Fig. 1: run 1, logic cells by family
Drawn at 8 px/um.
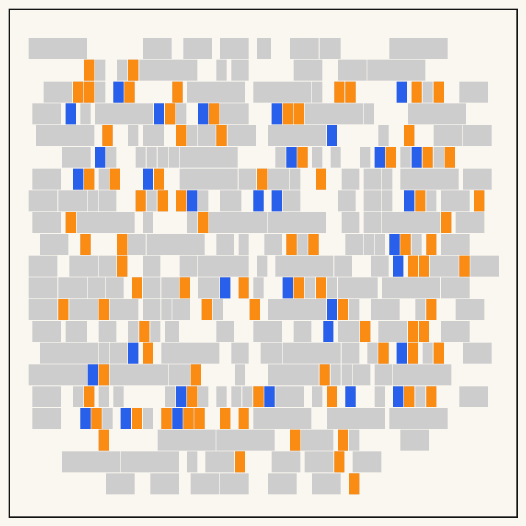
Fig. 2: run 1, clock routing
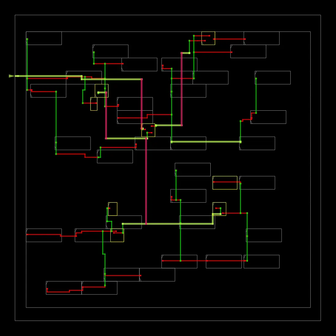
Fig. 3: run 1, cell density map
Drawn at 4 px/um. The die is cut into 6 by 6 equal tiles; dark purple is low, yellow is high, 0 to 100% covered.
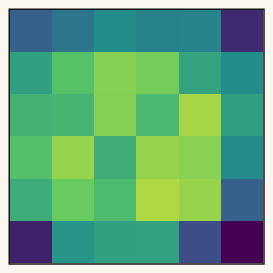
Fig. 4: run 1, cells by drive strength
Drawn at 8 px/um.
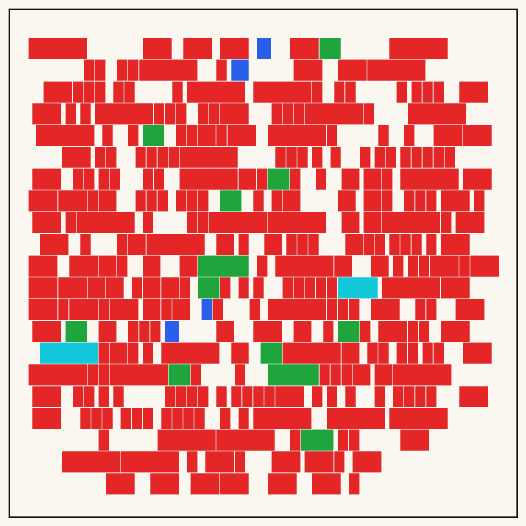
==> config.mk <==
export PLATFORM = sky130hd
export DESIGN_NAME = demux2_reg
export DESIGN_NICKNAME = d
export VERILOG_FILES = /design/src/rtl/demux2_reg.sv
export SDC_FILE = /design/constraint.sdc
export NUM_CORES = 1
export LEC_CHECK = 0
export ABC_AREA = 1
export CORE_MARGIN = 2
export CORE_UTILIZATION = 49
export CTS_CLUSTER_DIAMETER = 100
export DETAILED_ROUTE_END_ITERATION = 12
export PLACE_DENSITY = 0.85
export SYNTH_ARGS = -nofsm -noshare
export SYNTH_HDL_FRONTEND = slang
export SYNTH_SLANG_ARGS = --single-unit
==> constraint.sdc <==
create_clock -name clk -period 2.2 [get_ports clk]
set_clock_uncertainty 0.15 [all_clocks]
set_input_delay 0.44 -clock clk [delete_from_list [all_inputs] [get_ports clk]]
set_output_delay 0.44 -clock clk [all_outputs]
set_load 0.02 [all_outputs]
==> run notes, run 1 <==
Results of the implementation run.

The clock insertion delay at the later pin of the skew report is 350 ps. The type of the tightest min-delay check is reg -> reg. The critical path endpoint has a required time of 1610 ps. Setup repair after global routing left no endpoint under its margin.

The buffer depth of the longest clock path is 2. The count of nets after finishing came out at 348. The DRC violation count after routing is 0. Synthesis produced a netlist with a net count of 294. The area fraction of the largest cell type after synthesis is 39.5%. Summing the areas of all and, or, nand and nor instances in the mapped netlist gives 36.7% of the synthesized area. The post-cts gate resize count is 1. The number of detailed-route iterations in the first pass is 4. According to the timing report, the arrival time at the worst endpoint equals 1430 ps. The clock buffer count is 7. The combinational power share came out at 25.4%.

The actual transition at the worst max-transition pin is 354 ps. The most critical hold endpoint after final layout shows a slack of 360 ps. The wire length of the first global-routing pass is 6360 um.

The number of clock buffers added by TritonCTS is 5. In the Yosys stats the netlist draws on 15 distinct library cells. The final tally of max-slew violations is 0. The largest area contributor in the netlist is dfxtp_1.

Counting instances in the post-synthesis netlist gives the leading cell types as inv_1 (84), nand2_1 (68), dfxtp_1 (34). The final cycle utilization of the critical path is 91.9%. The detailed router's first-iteration violation count is 79. In the synthesized netlist the dominant register cell turns out to be dfxtp_1. After technology mapping, the gate count stands at 272. The count of boundary I/O pins is 57. The final timing report counts setup violations totalling 0. The count of nets left with antenna violations once routing finished came out at 0. The power report attributes to the clock group a share of 26.3%. The portion of the layout cell area used by clock cells came out at 2.54%. The number of levels the H-tree was split into came out at 2. The cell count of the worst reg-to-reg path is 5.

The total chip power came out at 1410 uW. The post-synth count of flops with an enable pin is 0. In this run the critical path is formed by clkdlybuf4s50_1, nor2_1, a31oi_1, clkbuf_2. STA classifies the critical path endpoint as a primary output. The startpoint type of the worst setup path is an input port. The floorplan has 21 rows. The vertical die size is 63.3 um.

The area of the mapped netlist came out at 1720 um^2. The global-route usage over all layers is 20.1%. By instance count, the leading cell after synthesis is inv_1. For the finished layout, the period the worst path requires is 2020 ps. The count of cells along the worst hold path is 4. The detail-routed net length per standard cell came out at 10.4 um. The maximum clock rate is 0.495 GHz. Along the worst path, the maximum fanout reaches 4. The register share of the cell area is 28.8%.

The area of the multi-input gates came out at 638 um^2. The power share of the sequential group came out at 48.3%. The final count of hold timing violations is 0. The main area contributors are dfxtp_1 (40%), inv_1 (18%), nand2_1 (15%). The via density per instance came out at 4.53. The number of signal-net inverters in the final layout is 86.

In this run the static leakage power is 0.00126 uW. The tally of max-capacitance violations is 0. Entering global routing, the biggest net connects 35 pins. CTS placed an instance of clkbuf_4 at the clock tree root. The post-synthesis async set-or-reset flop share is 0%. Together, buffers and inverters on the worst path number 2. The total of flip-flops plus latches after synthesis is 34.

Checking max transition, the worst relative margin is 76.3%. The initial antenna violation count came out at 0. The worst-case reg-to-reg setup slack stands at 820 ps. For this run, combinational gates with multiple inputs come to 138. The largest family of logic cells by area is simple AND/OR/NAND/NOR gates. The total setup buffers inserted after CTS came out at 0. Summing the areas of all compound-gate instances in the mapped netlist gives 0.363% of the synthesized area. The tapcell count came out at 46. The warning count from the yosys run came out at 0. In the synthesis report, Yosys lists the chip area as 1720 um^2. The number of global-route vias before repair came out at 1490.

The register area is 681 um^2. Per the placement log, port buffering inserted 56 buffers. 0 antenna diodes ended up in the layout. The XOR/XNOR share of the synthesized area came out at 0%. The cell count listed in synth_stat.txt is 272.

The total power density per cell area came out at 597 nW/um^2. Cells with a size suffix above 1 make up 5.50% of the layout. The half-perimeter wire length after detailed placement came out at 2740 um.

The routed wire length came out at 3880 um. The flow ran to the end, and the final reports show no timing, DRC or antenna violations.
## Picture notes: Fig. 1
| color | family | cells |
|---|---|---|
| orange | inverters | 86 |
| blue | NOR gates | 33 |
multi-input combinational area share: 27.0%
most frequent standard cell in the layout excluding fill and tap cells: inv_1
Layout Cells excl Fill: 373

## Picture notes: Fig. 2
number of sequential cells: 34
Sinks on Clock Net: 34

## Picture notes: Fig. 3
emptiest ninth of the die: bottom right
tiles over 75% full: 28%
fullest tile: 88%
mean over tiles: 58%
final core area utilization: 70.3%
core area: 3360 um^2

## Picture notes: Fig. 4
| color | size | cells | share |
|---|---|---|---|
| green | drive 3 to 4 | 12 | 3.7% |
| blue | drive 2 | 4 | 1.2% |
| red | drive 1 or less | 309 | 94% |
| cyan | drive 6 and up | 2 | 0.61% |
final design area excluding fillers: 2360 um^2
layout buffer count excluding clock buffers: 61
layout overhead on the synthesized area: 37.3%

[run 1: per-layer routing]
metal | vias up | wire length (um) | global-route usage, %
met5 | - | 0 | 0
met4 | 0 | 52 | 8.97
met3 | 8 | 304 | 5.18
met2 | 59 | 1840 | 34.4
met1 | 726 | 1680 | 23.7
li1 | 898 | - | -
[run 1: power by group through the flow]
stage                     Sequential [uW]  Clock (uW)  Combinational (uW)
after floorplan                       747           0                 157
after global placement                694           0                 353
after detailed placement              696           0                 359
after CTS                             682         378                 361
after global routing                  688         410                 394
final                                 682         372                 358
[run 1: metrics by stage]
stage	std cells	setup slack, ps	TNS (ps)	area (um^2)
3_3_place_gp	365	-240	-240	2310
2_1_floorplan	272	414	0	1720
6_report	373	179	0	2360
4_1_cts	373	36.6	0	2370
3_5_place_dp	365	-256	-256	2310
5_1_grt	373	119	0	2360
Fig. 5: run 1, nets reached from selected ports
Drawn at 6 px/um.
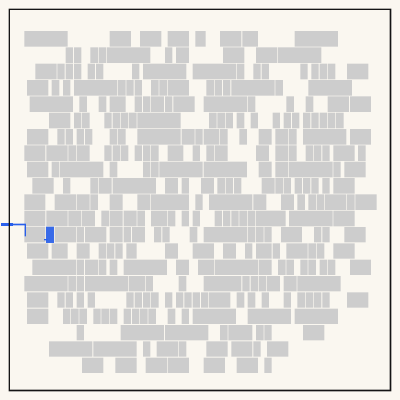

==> run 2: changes to the inputs <==
--- a/config.mk
+++ b/config.mk
@@ -10,7 +10,7 @@
 export CORE_UTILIZATION = 49
 export CTS_CLUSTER_DIAMETER = 100
 export DETAILED_ROUTE_END_ITERATION = 12
-export PLACE_DENSITY = 0.85
+export PLACE_DENSITY = 0.87
 export SYNTH_ARGS = -nofsm -noshare
 export SYNTH_HDL_FRONTEND = slang
 export SYNTH_SLANG_ARGS = --single-unit
Fig. 6: run 2, nets reached from selected ports
Drawn at 6 px/um.
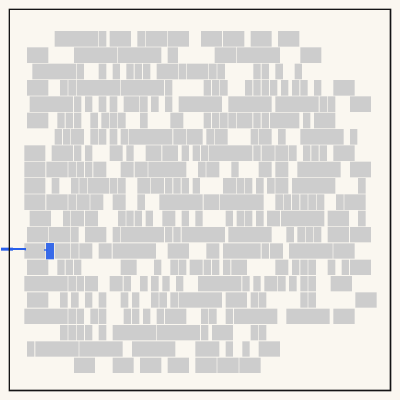
| color | port | bits | direction | edge | end cells | buffers | wire |
|---|---|---|---|---|---|---|---|
| blue | reset | 1 | input | left | 1 | 1 | 2.70 um |
io pins: 57
number of port buffers: 56

Fig. 7: run 2, clock routing
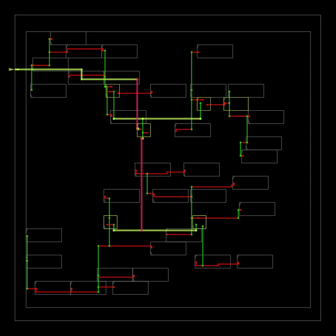
clock buffer count from CTS: 5
clock network power: 331 uW
clock insertion delay at the later pin of the skew report: 320 ps
number of clock buffer instances in the layout: 6

Fig. 8: run 2, logic cells by family
Drawn at 8 px/um.
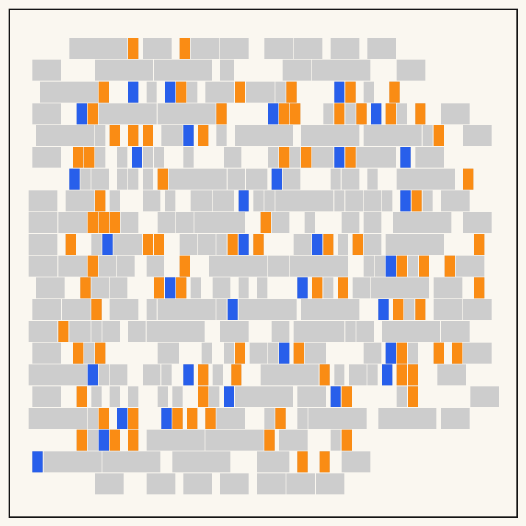
| color | family | cells |
|---|---|---|
| orange | inverters | 86 |
| blue | NOR gates | 33 |
Layout Cells excl Fill: 371
multi-input combinational area share: 27.1%

==> run notes, run 2 <==
Results of the implementation run.

The run finished with clean final reports. The distinct cell type count of the synthesized netlist is 15 (unchanged). The tally of nets with antenna violations remaining after routing is 0 (unchanged). The number of global-route vias before repair is 1532 (+2.8%).

The routed wire length came to 3820 um (-1.4%). The sequential power was 681 uW (about the same). The antenna diode count came out at 0 (unchanged). The setup-violating endpoint count in the final report came out at 0 (unchanged). The type of the tightest min-delay check is reg -> reg. The worst hold slack across all endpoints came out at 362 ps (+2.15 ps). The main area contributors are dfxtp_1 (40%), inv_1 (18%), nand2_1 (15%). The combinational power share is 26.2% (+0.8 points). The number of core rows is 21 (unchanged). The final count of hold timing violations is 0 (unchanged). The clock network fraction of total power came out at 24.1% (-2.2 points). The number of levels the H-tree was split into is 2 (unchanged). The area share of and-or/or-and cells after synthesis is 0.363% (unchanged). The utilization of the core after routing is 70.1% (-0.26 points). The detail-routed net length per standard cell is 10.3 um (-0.89%). The final period demand of the worst path is 2010 ps (-10.1 ps). The number of detailed-route iterations in the first pass was 5 (+1). The cell count listed in synth_stat.txt came out at 272 (unchanged).

The detailed router's first-iteration violation count came out at 73 (-7.6%). The flow measured a signed area growth from synthesis to layout of 36.7%. The DRC violation count after routing came out at 0 (unchanged). The count of nets after finishing came to 348 (unchanged). The number of placed cells counting well taps is 365 (unchanged).

The routing usage on met3 came out at 5.89% (+0.71 points). The warning count from the yosys run is 0 (unchanged). Setup repair after global routing left no endpoint under its margin. The clock sink total came out at 34 (unchanged). The XOR/XNOR share of the synthesized area is 0% (unchanged).

The post-placement setup slack is -245 ps (+11.0 ps). The total of flip-flops plus latches after synthesis was 34 (unchanged). The power drawn by the combinational cells came out at 360 uW (about the same). The area of the multi-input gates came out at 638 um^2 (unchanged). The data required time at the worst endpoint is 1610 ps (about the same).

The placeable core region came out at 3360 um^2 (unchanged). The startpoint type of the worst setup path is an input port. The met2 global-route usage is 36.0% (+1.6 points). The commonest register cell is dfxtp_1.

Sorting the synthesis cell report by count puts at the top inv_1. The setup TNS was 0 ps (unchanged). The actual transition at the worst max-transition pin came to 350 ps (-4.09 ps). The half-perimeter wire length after detailed placement came to 2820 um (+2.6%). The most common logic cell in the final layout is inv_1. The post-route worst setup slack came out at 189 ps (+10.1 ps). The summed area of non-filler cells in the final layout came out at 2360 um^2 (-0.37%). The area of the mapped netlist came out at 1720 um^2 (unchanged). The worst relative slew slack came out at 76.6% (+0.27 points). The wire length of the first global-routing pass came out at 6640 um (+4.4%). Among the non-sequential cells, simple AND/OR/NAND/NOR gates take the most area. By count the netlist is led by inv_1 (84), nand2_1 (68), dfxtp_1 (34). The final tally of max-slew violations came to 0 (unchanged). The met1 capacity usage during global routing came to 25.0% (+1.4 points). In this run the most used layer during global routing was met2.

The cell count of the worst reg-to-reg path came out at 5 (unchanged). The share of cells above drive strength 1 is 5.23% (-0.27 points). The worst setup path is captured at a primary output. The post-cts gate resize count came out at 1 (unchanged). The total nets after synthesis came out at 294 (unchanged). The main power-consuming group is sequential cells.

Clock tree synthesis selected as its root buffer the cell clkbuf_4. The initial antenna violation count came to 0 (unchanged). The area fraction in and, or, nand and nor cells after synthesis came out at 36.7% (unchanged). The count of cells along the worst hold path came out at 4 (unchanged).

The vertical die size is 63.3 um (unchanged). The number of enable-type register cells in the synthesized netlist was 0 (unchanged). The final cycle utilization of the critical path came out at 91.4% (-0.46 points).

The worst endpoint data arrival time came to 1420 ps (about the same). The share of the synthesized area in the top cell type is 39.5% (unchanged). The leakage power total is 0.00125 uW (-0.40%).

The register area is 681 um^2 (unchanged). The power share of the sequential group came out at 49.7% (+1.4 points). The buffer depth of the longest clock path came out at 2 (unchanged).

The synthesis area per yosys is 1720 um^2 (unchanged). The number of instances in the synthesized netlist is 272 (unchanged). The register-to-register path setup slack is 800 ps (-20 ps). The largest total area in the synthesized netlist belongs to dfxtp_1. The post-synthesis async set-or-reset flop share is 0% (unchanged). The maximum fanout count along the critical path is 2 (-2). The total chip power came out at 1370 uW (-2.8%).
[run 2: layer usage]
metal,share of wire (%),vias up
li1,-,899
met1,43,733
met2,49,53
met3,6.3,6
met4,1.4,0
met5,0,-
[run 2: logic make-up (layout without fill, tap and decap cells)]
logic type / count (synthesis) / after routing
and+or+nand+nor: 137 / 137
AOI/OAI and AO/OA: 1 / 1
DFF: 34 / 34
buffers and inverters: 100 / 153
[run 2: layout make-up]
cell class / count / share of cell area, %
Clock buffer: 6 / 2.18
Tap cell: 46 / 2.44
Timing Repair Buffer: 61 / 25.7
Multi-Input combinational cell: 138 / 27.1
Inverter: 86 / 13.7
Sequential cell: 34 / 28.9
[run 2: worst max-delay path: stages]
cell	delay [ps]
clkdlybuf4s50_1	450
inv_1	60
nand2_4	60
nor2_1	40
a31oi_1	170
clkbuf_2	200
Power is estimated from default activity; no workload was simulated.
